--- src/rtl/dac_play_pkg.sv ---
// Shared types and sizing helpers for the DAC playback controller.
`timescale 1ns/1ps
package dac_play_pkg;

   // Playback controller states.
   typedef enum logic [2:0] {
      IDLE,
      PREFILL,
      ARM,
      PLAY,
      FLUSH
   } state_t;

   // Width of the underrun gap counter.
   localparam int UCNT_W = 16;

   // Bits needed for a counter that runs 0 .. n-1; never narrower than 1 bit.
   function automatic int cnt_width(input int n);
      return (n > 1) ? $clog2(n) : 1;
   endfunction

endpackage

--- src/rtl/sat_counter.sv ---
// Up-counter with synchronous clear that holds at its all-ones value.
`timescale 1ns/1ps
module sat_counter #(
   parameter int W = 16
) (
   input  logic         rd_clk,
   input  logic         rst,
   input  logic         clr,
   input  logic         inc,
   output logic [W-1:0] cnt
);

   // Clear has priority over increment; increment stops at all ones.
   always_ff @(posedge rd_clk) begin
      // NOTE: sequential state is written with <= so every register samples
      // pre-edge values, regardless of statement order or block order.
      if (rst || clr) begin
         cnt <= '0;
      end else if (inc && (cnt != '1)) begin
         cnt <= cnt + W'(1);
      end
   end

endmodule

--- src/rtl/dac_playback_ctrl.sv ---
// Read-side playback controller: gates the DDR read FIFO, feeds the DAC,
// and tracks underruns, arm timeouts and the number of words played.
`timescale 1ns/1ps
module dac_playback_ctrl
   import dac_play_pkg::*;
#(
   parameter int DATA_W        = 32,
   parameter int SAMPLE_W      = 16,
   parameter int LEN_W         = 32,
   parameter int PREFILL_WORDS = 256,
   parameter int ARM_TIMEOUT   = 1024,
   parameter int FLUSH_QUIET   = 16,
   parameter int SWAP_HALVES   = 0
) (
   input  logic              rd_clk,
   input  logic              rst,
   input  logic              start,
   input  logic              stop,
   input  logic [LEN_W-1:0]  play_len,
   input  logic [LEN_W-1:0]  ddr_wr_word_cnt,
   output logic              ctrl_rd_en,
   input  logic [DATA_W-1:0] fifo_dout,
   input  logic              fifo_dout_valid,
   output logic [DATA_W-1:0] dac_data,
   output logic              dac_valid,
   output logic              underrun,
   output logic [UCNT_W-1:0] underrun_cnt,
   output logic              timeout_err,
   output logic [LEN_W-1:0]  words_played,
   output logic              busy,
   output logic              done
);

   localparam int ARM_CNT_W   = cnt_width(ARM_TIMEOUT);
   localparam int QUIET_CNT_W = cnt_width(FLUSH_QUIET);

   localparam logic [ARM_CNT_W-1:0]   ARM_LAST   = ARM_CNT_W'(ARM_TIMEOUT - 1);
   localparam logic [QUIET_CNT_W-1:0] QUIET_LAST = QUIET_CNT_W'(FLUSH_QUIET - 1);
   localparam logic [LEN_W-1:0]       PREFILL_TH = LEN_W'(PREFILL_WORDS);

   state_t                 state;
   state_t                 state_n;
   logic [LEN_W-1:0]       play_len_q;
   logic [ARM_CNT_W-1:0]   arm_cnt;
   logic [QUIET_CNT_W-1:0] quiet_cnt;
   logic [LEN_W-1:0]       words_next;
   logic                   len_hit;
   logic [DATA_W-1:0]      word_out;

   // Per-cycle actions decided by the FSM and applied by the datapath.
   logic do_start;
   logic do_play;
   logic do_gap;
   logic do_timeout;
   logic do_done;

   assign words_next = words_played + LEN_W'(1);
   // A programmed length is reached when the word being accepted is the last one.
   assign len_hit    = (play_len_q != '0) && (words_next == play_len_q);

   // Sample order at the DAC port, optionally exchanging the two halves.
   always_comb begin
      word_out = fifo_dout;
      if (SWAP_HALVES != 0) begin
         word_out = {fifo_dout[SAMPLE_W-1:0], fifo_dout[DATA_W-1:SAMPLE_W]};
      end
   end

   // State register.
   always_ff @(posedge rd_clk) begin
      if (rst) begin
         state <= IDLE;
      end else begin
         state <= state_n;
      end
   end

   // Next-state logic and per-cycle action strobes.
   always_comb begin
      // NOTE: every variable gets a default before the case so no path can
      // leave it unassigned, which would otherwise infer a latch.
      state_n    = state;
      do_start   = 1'b0;
      do_play    = 1'b0;
      do_gap     = 1'b0;
      do_timeout = 1'b0;
      do_done    = 1'b0;

      case (state)
         IDLE: begin
            if (start && !stop) begin
               do_start = 1'b1;
               state_n  = PREFILL;
            end
         end

         PREFILL: begin
            // An abort wins over a prefill that completes in the same cycle.
            if (stop) begin
               state_n = IDLE;
            end else if (ddr_wr_word_cnt >= PREFILL_TH) begin
               state_n = ARM;
            end
         end

         ARM: begin
            if (fifo_dout_valid) begin
               // The first word is played even if it also ends the run.
               do_play = 1'b1;
               state_n = (stop || len_hit) ? FLUSH : PLAY;
            end else if (stop) begin
               state_n = FLUSH;
            end else if (arm_cnt == ARM_LAST) begin
               do_timeout = 1'b1;
               state_n    = FLUSH;
            end
         end

         PLAY: begin
            if (fifo_dout_valid) begin
               do_play = 1'b1;
               if (stop || len_hit) begin
                  state_n = FLUSH;
               end
            end else begin
               do_gap = 1'b1;
               if (stop) begin
                  state_n = FLUSH;
               end
            end
         end

         FLUSH: begin
            if (!fifo_dout_valid && (quiet_cnt == QUIET_LAST)) begin
               do_done = 1'b1;
               state_n = IDLE;
            end
         end

         default: begin
            state_n = IDLE;
         end
      endcase
   end

   // Registered outputs, counters and sticky flags.
   always_ff @(posedge rd_clk) begin
      if (rst) begin
         ctrl_rd_en   <= 1'b0;
         busy         <= 1'b0;
         done         <= 1'b0;
         dac_data     <= '0;
         dac_valid    <= 1'b0;
         underrun     <= 1'b0;
         timeout_err  <= 1'b0;
         words_played <= '0;
         play_len_q   <= '0;
         arm_cnt      <= '0;
         quiet_cnt    <= '0;
      end else begin
         // Status follows the state being entered so it lines up with it.
         ctrl_rd_en <= (state_n == ARM) || (state_n == PLAY);
         busy       <= (state_n != IDLE);
         done       <= do_done;

         // Arm counter runs only while waiting in ARM; zero on entry.
         if (state == ARM) begin
            arm_cnt <= arm_cnt + ARM_CNT_W'(1);
         end else begin
            arm_cnt <= '0;
         end

         // Quiet counter counts consecutive idle FLUSH cycles; zero on entry.
         if ((state == FLUSH) && !fifo_dout_valid) begin
            quiet_cnt <= quiet_cnt + QUIET_CNT_W'(1);
         end else begin
            quiet_cnt <= '0;
         end

         if (do_start) begin
            play_len_q   <= play_len;
            underrun     <= 1'b0;
            timeout_err  <= 1'b0;
            words_played <= '0;
         end

         if (do_timeout) begin
            timeout_err <= 1'b1;
         end

         if (do_gap) begin
            underrun <= 1'b1;
         end

         // Anything other than an accepted word mutes the DAC.
         if (do_play) begin
            dac_data     <= word_out;
            dac_valid    <= 1'b1;
            words_played <= words_next;
         end else begin
            dac_data  <= '0;
            dac_valid <= 1'b0;
         end
      end
   end

   // Saturating count of gap cycles seen during PLAY.
   sat_counter #(
      .W (UCNT_W)
   ) u_underrun_cnt (
      .rd_clk (rd_clk),
      .rst    (rst),
      .clr    (do_start),
      .inc    (do_gap),
      .cnt    (underrun_cnt)
   );

endmodule

--- config.mk ---
export PLATFORM = sky130hd
export DESIGN_NAME = dac_playback_ctrl
export DESIGN_NICKNAME = d
export VERILOG_FILES = /design/src/rtl/dac_play_pkg.sv /design/src/rtl/sat_counter.sv /design/src/rtl/dac_playback_ctrl.sv
export SDC_FILE = /design/constraint.sdc
export NUM_CORES = 1
export LEC_CHECK = 0
export CAP_MARGIN = 20
export CORE_ASPECT_RATIO = 2
export CORE_UTILIZATION = 40
export CTS_BUF_LIST = sky130_fd_sc_hd__clkbuf_16
export DETAILED_ROUTE_END_ITERATION = 8
export GPL_TIMING_DRIVEN = 0
export PLACE_DENSITY_LB_ADDON = 0.1
export SYNTH_ARGS = -nofsm -noshare
export SYNTH_HDL_FRONTEND = slang
export SYNTH_HIERARCHICAL = 1
export SYNTH_SLANG_ARGS = --single-unit
export TNS_END_PERCENT = 100
--- constraint.sdc ---
create_clock -name rd_clk -period 2.9 [get_ports rd_clk]
set_input_delay 0.58 -clock rd_clk [delete_from_list [all_inputs] [get_ports rd_clk]]
set_output_delay 0.58 -clock rd_clk [all_outputs]
set_load 0.1 [all_outputs]
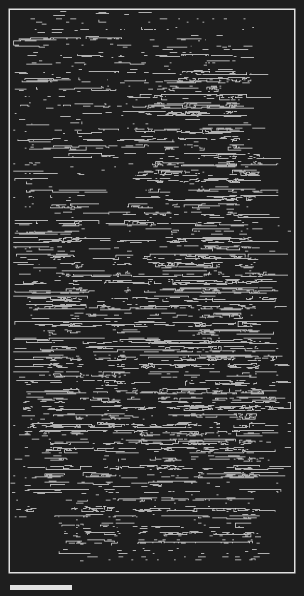
(run_1/met1.png)
The bar under the picture is 20 µm long.
share of all routed wire = 33%
wire length on this layer = 7320 µm
total via count in the routed design: 6794
final wirelength: 22400 µm

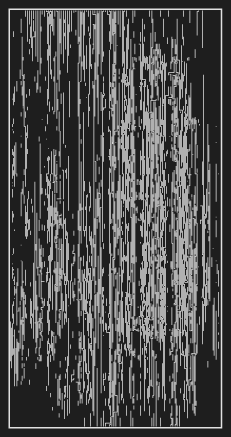
(run_1/met2.png)
nets with wire on the layer = 942
wire length on this layer = 12500 µm
longest straight run = 81.3 µm
main direction = vertical
grt met2 use: 51.6%

==> flow_metrics.tcl, run 1 <==
# collected from the flow reports
set metrics [dict create \
    die_height_um 182 \
    worstSetupStartpointType "register" \
    crit_path_max_incr_delay_ns 0.53 \
    postLayoutCellArea_um2 9440 \
    cts.root.buffer_cell "clkbuf_16" \
    cp-endpoint "ctrl_rd_en$_SDFF_PP0_" \
    fp_util_pct 41.0 \
    area.sequential_um2 2770 \
    flop_cell "dfxtp_1" \
    count_of_fill_cells_added_during_filler_insertion 1457 \
    synth.cells.most_frequent "dfxtp_1, nand2_1, a21oi_1" \
    setup_viol 0 \
    initial_antenna_violation_count 0 \
    timing.final.crit_period_ns 2.80 \
    cts-buffers-inserted 17 \
    area.combinational_um2 3740 \
    drv_slew 0 \
    core_region_area_um2 15800 \
    nFlopsAndLatches 135 \
    antenna_violating_nets_post_route 0 \
    synthAoiAreaFrac_pct 15.5 \
    critical_path.n_buffers_inverters 1 \
    max_cap_viol_count 0 \
    area_added_between_synthesis_and_finish_pct 45.9 \
    peak_supply_drop_uv 478 \
    tap_cells 201 \
    place_congestion 0.961 \
    warnings 35 \
    final.signal_inverter_count 6 \
    timing.final.crit_share_pct 96.4 \
    synth_nets 898 \
    die_x_um 91.9 \
    portion_of_synthesized_cell_area_occupied_by_the_leading_cell_type_pct 41.8 \
    edf_count 0 \
    netlist_area_um2 6470 \
    path_cells "ha_4 > nand3_4 > or3_4 > or3_4 > xnor2_1 > or4_4 > nor4_4 > buf_4 > a311oi_1" \
    bufAreaShareNonClock_pct 23.0 \
    r2r_start "words_played[0]$_SDFFE_PP0P_" \
    netlist_instances 793 \
    cts_max_path_bufs 2 \
    synth.yosys.seq_area_share_pct 41.8 \
    maximum_fanout_count_along_the_critical_path 6 \
    first_pass_grt_wire_length_um 34200 \
    die_area_um2 16700 \
    synth.ff_latch_count 135 \
    status "completed" \
    sinks_on_clock_net 135 \
    layout.cells.largest_class "multi-input combinational cells" \
    layout_top_cell "clkdlybuf4s50_1" \
    synth.distinct_cells 67 \
    buffer_ports.inserted 177 \
    globalRoute.totalOverflow 0 \
    avgViaCountPerCell 5.55 \
    netlist.top_cell.by_area "dfxtp_1" \
    post_synth_mux_area_share_pct 0.155 \
    clk_latency_ns 0.42 \
    floorplan.io_pins 187 \
    layout.cells.most_common_list "clkdlybuf4s50_1, nand2_1, dfxtp_1, a21oi_1, nor2_1" \
    synthMostInstantiatedCell "dfxtp_1" \
    cts.reportedPaths.clkPinSlew_ns 0.06 \
    synth_warnings 6 \
    synthAdderAreaFrac_pct 0.773 \
    synth.comb.largest_family "simple AND/OR/NAND/NOR gates" \
    seq_share_pct 29.3 \
    drc_markers 0 \
    num-multi-input-gates 606 \
    drt_iter0_drc 236 \
    first_global_vias 6725 \
    power.density_nw_per_um2 437 \
    clock_buffers 17 \
    cp_data_arrival_time_ns 3.07 \
    cts_tree "built" \
    timing.rr.end "ctrl_rd_en$_SDFF_PP0_" \
    fmax_mhz 358 \
    count_of_inserted_antenna_diode_cells 0 \
    htree_num_levels 4 \
    dr.pass1.iters 5 \
    reg2reg_slack_ns 0.10 \
    clock_cell_area_share_pct 5.22 \
]
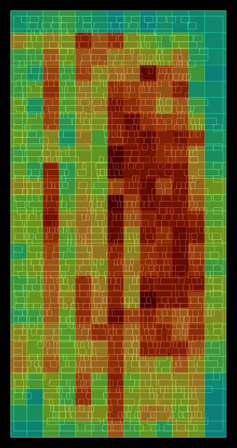
(run_1/final_congestion.png)
peak-usage layer in the global routing report: met2
utilization after layout: 59.8%
detailed-route wire length per cell: 18.3 µm
total routing usage reported by global routing: 26.9%

## run 1: per-layer routing
metal | wire length (µm) | vias up | part of all wire, % | track usage (%)
met1 | 7320 | 3164 | 33 | 24.0
met2 | 12500 | 280 | 56 | 51.6
li1 | - | 3269 | - | -
met4 | 1390 | 0 | 6.2 | 18.2
met3 | 1170 | 81 | 5.2 | 6.57
met5 | 0 | - | 0 | 0
## run 1: timing repair
action                                  in CTS  in global routing
pin swaps                                    5                 11
gates resized                               16                 17
endpoints found under the setup margin      17                 17
setup buffers                                8                 24
hold buffers                                 0                  0
gates cloned                                 0                  0
## run 1: worst min-delay path by stage
stage	start	endpoint
floorplan	quiet_cnt[0]$_SDFF_PP0_	quiet_cnt[0]$_SDFF_PP0_
global placement	quiet_cnt[0]$_SDFF_PP0_	quiet_cnt[0]$_SDFF_PP0_
detailed placement	quiet_cnt[0]$_SDFF_PP0_	quiet_cnt[0]$_SDFF_PP0_
CTS	quiet_cnt[0]$_SDFF_PP0_	quiet_cnt[0]$_SDFF_PP0_
global route	quiet_cnt[0]$_SDFF_PP0_	quiet_cnt[0]$_SDFF_PP0_
finish	quiet_cnt[0]$_SDFF_PP0_	quiet_cnt[0]$_SDFF_PP0_
## run 1: metrics by stage
step | worst slack (ns) | util [%] | cells | setup TNS (ns)
after detailed placement | -0.768 | 54.4 | 1171 | -14.17
after global routing | -0.0281 | 59.8 | 1224 | -0.0386
after floorplan | 0.00630 | - | 793 | 0
after global placement | -0.740 | 54.4 | 1171 | -13.50
final | 0.104 | 59.8 | 1224 | 0
after CTS | -0.0228 | 58.2 | 1200 | -0.0228
## run 1: where the power goes
part	total, µW	internal [µW]	switching (µW)
Sequential	1890	1870	29.2
Combinational	367	188	179
Clock	1870	1060	807
Total	4130	3110	1010
==> run 1 -> run 2 <==
Settings changed: CTS_CLUSTER_DIAMETER set to 60.
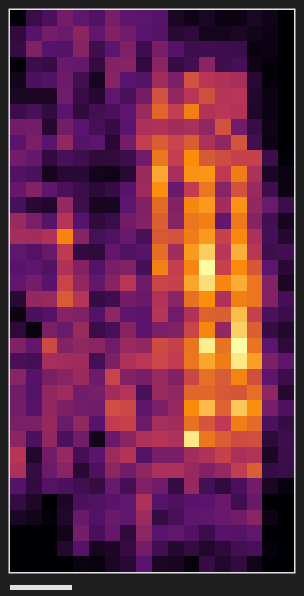
(run_2/wire_density.png)
The bar under the picture is 20 µm long. The die is cut into 18 by 36 equal tiles; black is low, pale yellow is high, scaled to the fullest tile. Values are wire area over tile area, all layers added.
densest ninth of the die = east
tiles over half the peak = 19%
nearly empty tiles = 5.4%
mean over tiles = 0.22

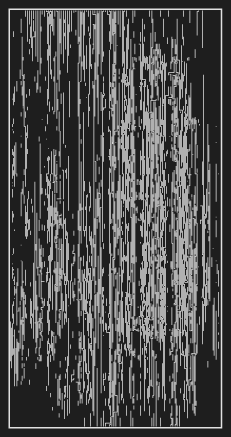
(run_2/met2.png)
wire length on this layer = 12500 µm
main direction = vertical
share of all routed wire = 56%
nets with wire on the layer = 942
longest straight run = 81.3 µm

==> flow_metrics.tcl, run 2 <==
# collected from the flow reports
set metrics [dict create \
    fp_util_pct 41.0 \
    buffer_ports.inserted 177 \
    initial_antenna_violation_count 0 \
    synth.ff_latch_count 135 \
    critical_path.n_buffers_inverters 1 \
    place.detailed.instances 1171 \
    drv_slew 0 \
    area.sequential_um2 2770 \
    count_of_fill_cells_added_during_filler_insertion 1457 \
    avgViaCountPerCell 5.55 \
    warnings 35 \
    grt.met3_usage_pct 6.57 \
    switching_power_uw 1010 \
    netlist.top_cell.by_area "dfxtp_1" \
    postLayoutCellArea_um2 9440 \
    layout.cells.most_common_list "clkdlybuf4s50_1, nand2_1, dfxtp_1, a21oi_1, nor2_1" \
    synth_nets 898 \
    first_global_vias 6725 \
    timing.setup.tns_ns 0 \
    final_util_pct 59.8 \
    gr-usage-all-layers_pct 26.9 \
    dp_worst_setup_slack_ns -0.768 \
    top_signal_layer_used "met4" \
    flop_cell "dfxtp_1" \
    synth.distinct_cells 67 \
    drc_markers 0 \
    count_of_inserted_antenna_diode_cells 0 \
    gr-max-usage-layer "met2" \
    peak_supply_drop_uv 478 \
    layout_top_cell "clkdlybuf4s50_1" \
    totalWireLength_um 22400 \
    dr_total_vias 6794 \
    die_height_um 182 \
    status "completed" \
    synth.cells.most_frequent "dfxtp_1, nand2_1, a21oi_1" \
    crit_path_max_incr_delay_ns 0.53 \
    synth.yosys.seq_area_share_pct 41.8 \
    netlist_area_um2 6470 \
    met2RoutedLength_um 12500 \
    switching_share_pct 24.6 \
    timing.final.crit_share_pct 96.4 \
    route.detailed.wl_per_inst_um 18.3 \
    groute.layer.met1.usage_pct 24.0 \
    synth_warnings 6 \
    drt_iter0_drc 236 \
    portion_of_synthesized_cell_area_occupied_by_the_leading_cell_type_pct 41.8 \
    dr.pass1.iters 5 \
    wirelength_met1_um 7320 \
    pwr-share-seq_pct 45.9 \
    fmax_mhz 358 \
]
## run 2: power by group through the flow
stage                     registers [µW]  clock network [µW]  logic, µW
after floorplan                     1940                   0        153
after global placement              1930                   0        356
after detailed placement            1930                   0        358
after CTS                           1890                1900        360
after global routing                1900                1980        392
final                               1890                1870        367
## run 2: cells by family (layout without fill, tap and decap cells)
group,Yosys count,after routing,share of synthesized area (%)
AND/OR/NAND/NOR,380,380,31.1
AND-OR/OR-AND,165,165,15.5
flip-flops,135,135,41.8
XOR/XNOR,56,56,7.58
buffers and inverters,52,282,3.17
adder cells (fa/ha/maj),4,4,0.773
multiplexers,1,1,0.155
## run 2: area by class of cell
| type | count | area share, % |
|---|---|---|
| buffer | 36 | 1.58 |
| clock buffer | 17 | 4.51 |
| clock inverter | 13 | 0.716 |
| inverter | 6 | 0.239 |
| multi-input combinational | 606 | 39.6 |
| sequential | 135 | 29.3 |
| tap | 201 | 2.66 |
| timing repair buffer | 210 | 21.4 |
## run 2: what timing repair did
item                                    in CTS  in global routing
pin swaps                                    5                 11
gates resized                               16                 17
hold endpoints to repair                     0                  0
setup buffers                                8                 24
endpoints found under the setup margin      17                 17
## run 2: worst paths after layout
check                                                  start                 endpoint  slack (ns)
worst min-delay path                 quiet_cnt[0]$_SDFF_PP0_  quiet_cnt[0]$_SDFF_PP0_        0.45
worst min register to register       quiet_cnt[0]$_SDFF_PP0_  quiet_cnt[0]$_SDFF_PP0_        0.45
worst max register to register  words_played[0]$_SDFFE_PP0P_    ctrl_rd_en$_SDFF_PP0_        0.10
worst max-delay path            words_played[0]$_SDFFE_PP0P_    ctrl_rd_en$_SDFF_PP0_        0.10
No activity file was given, so power comes from the tool's default toggle rates.
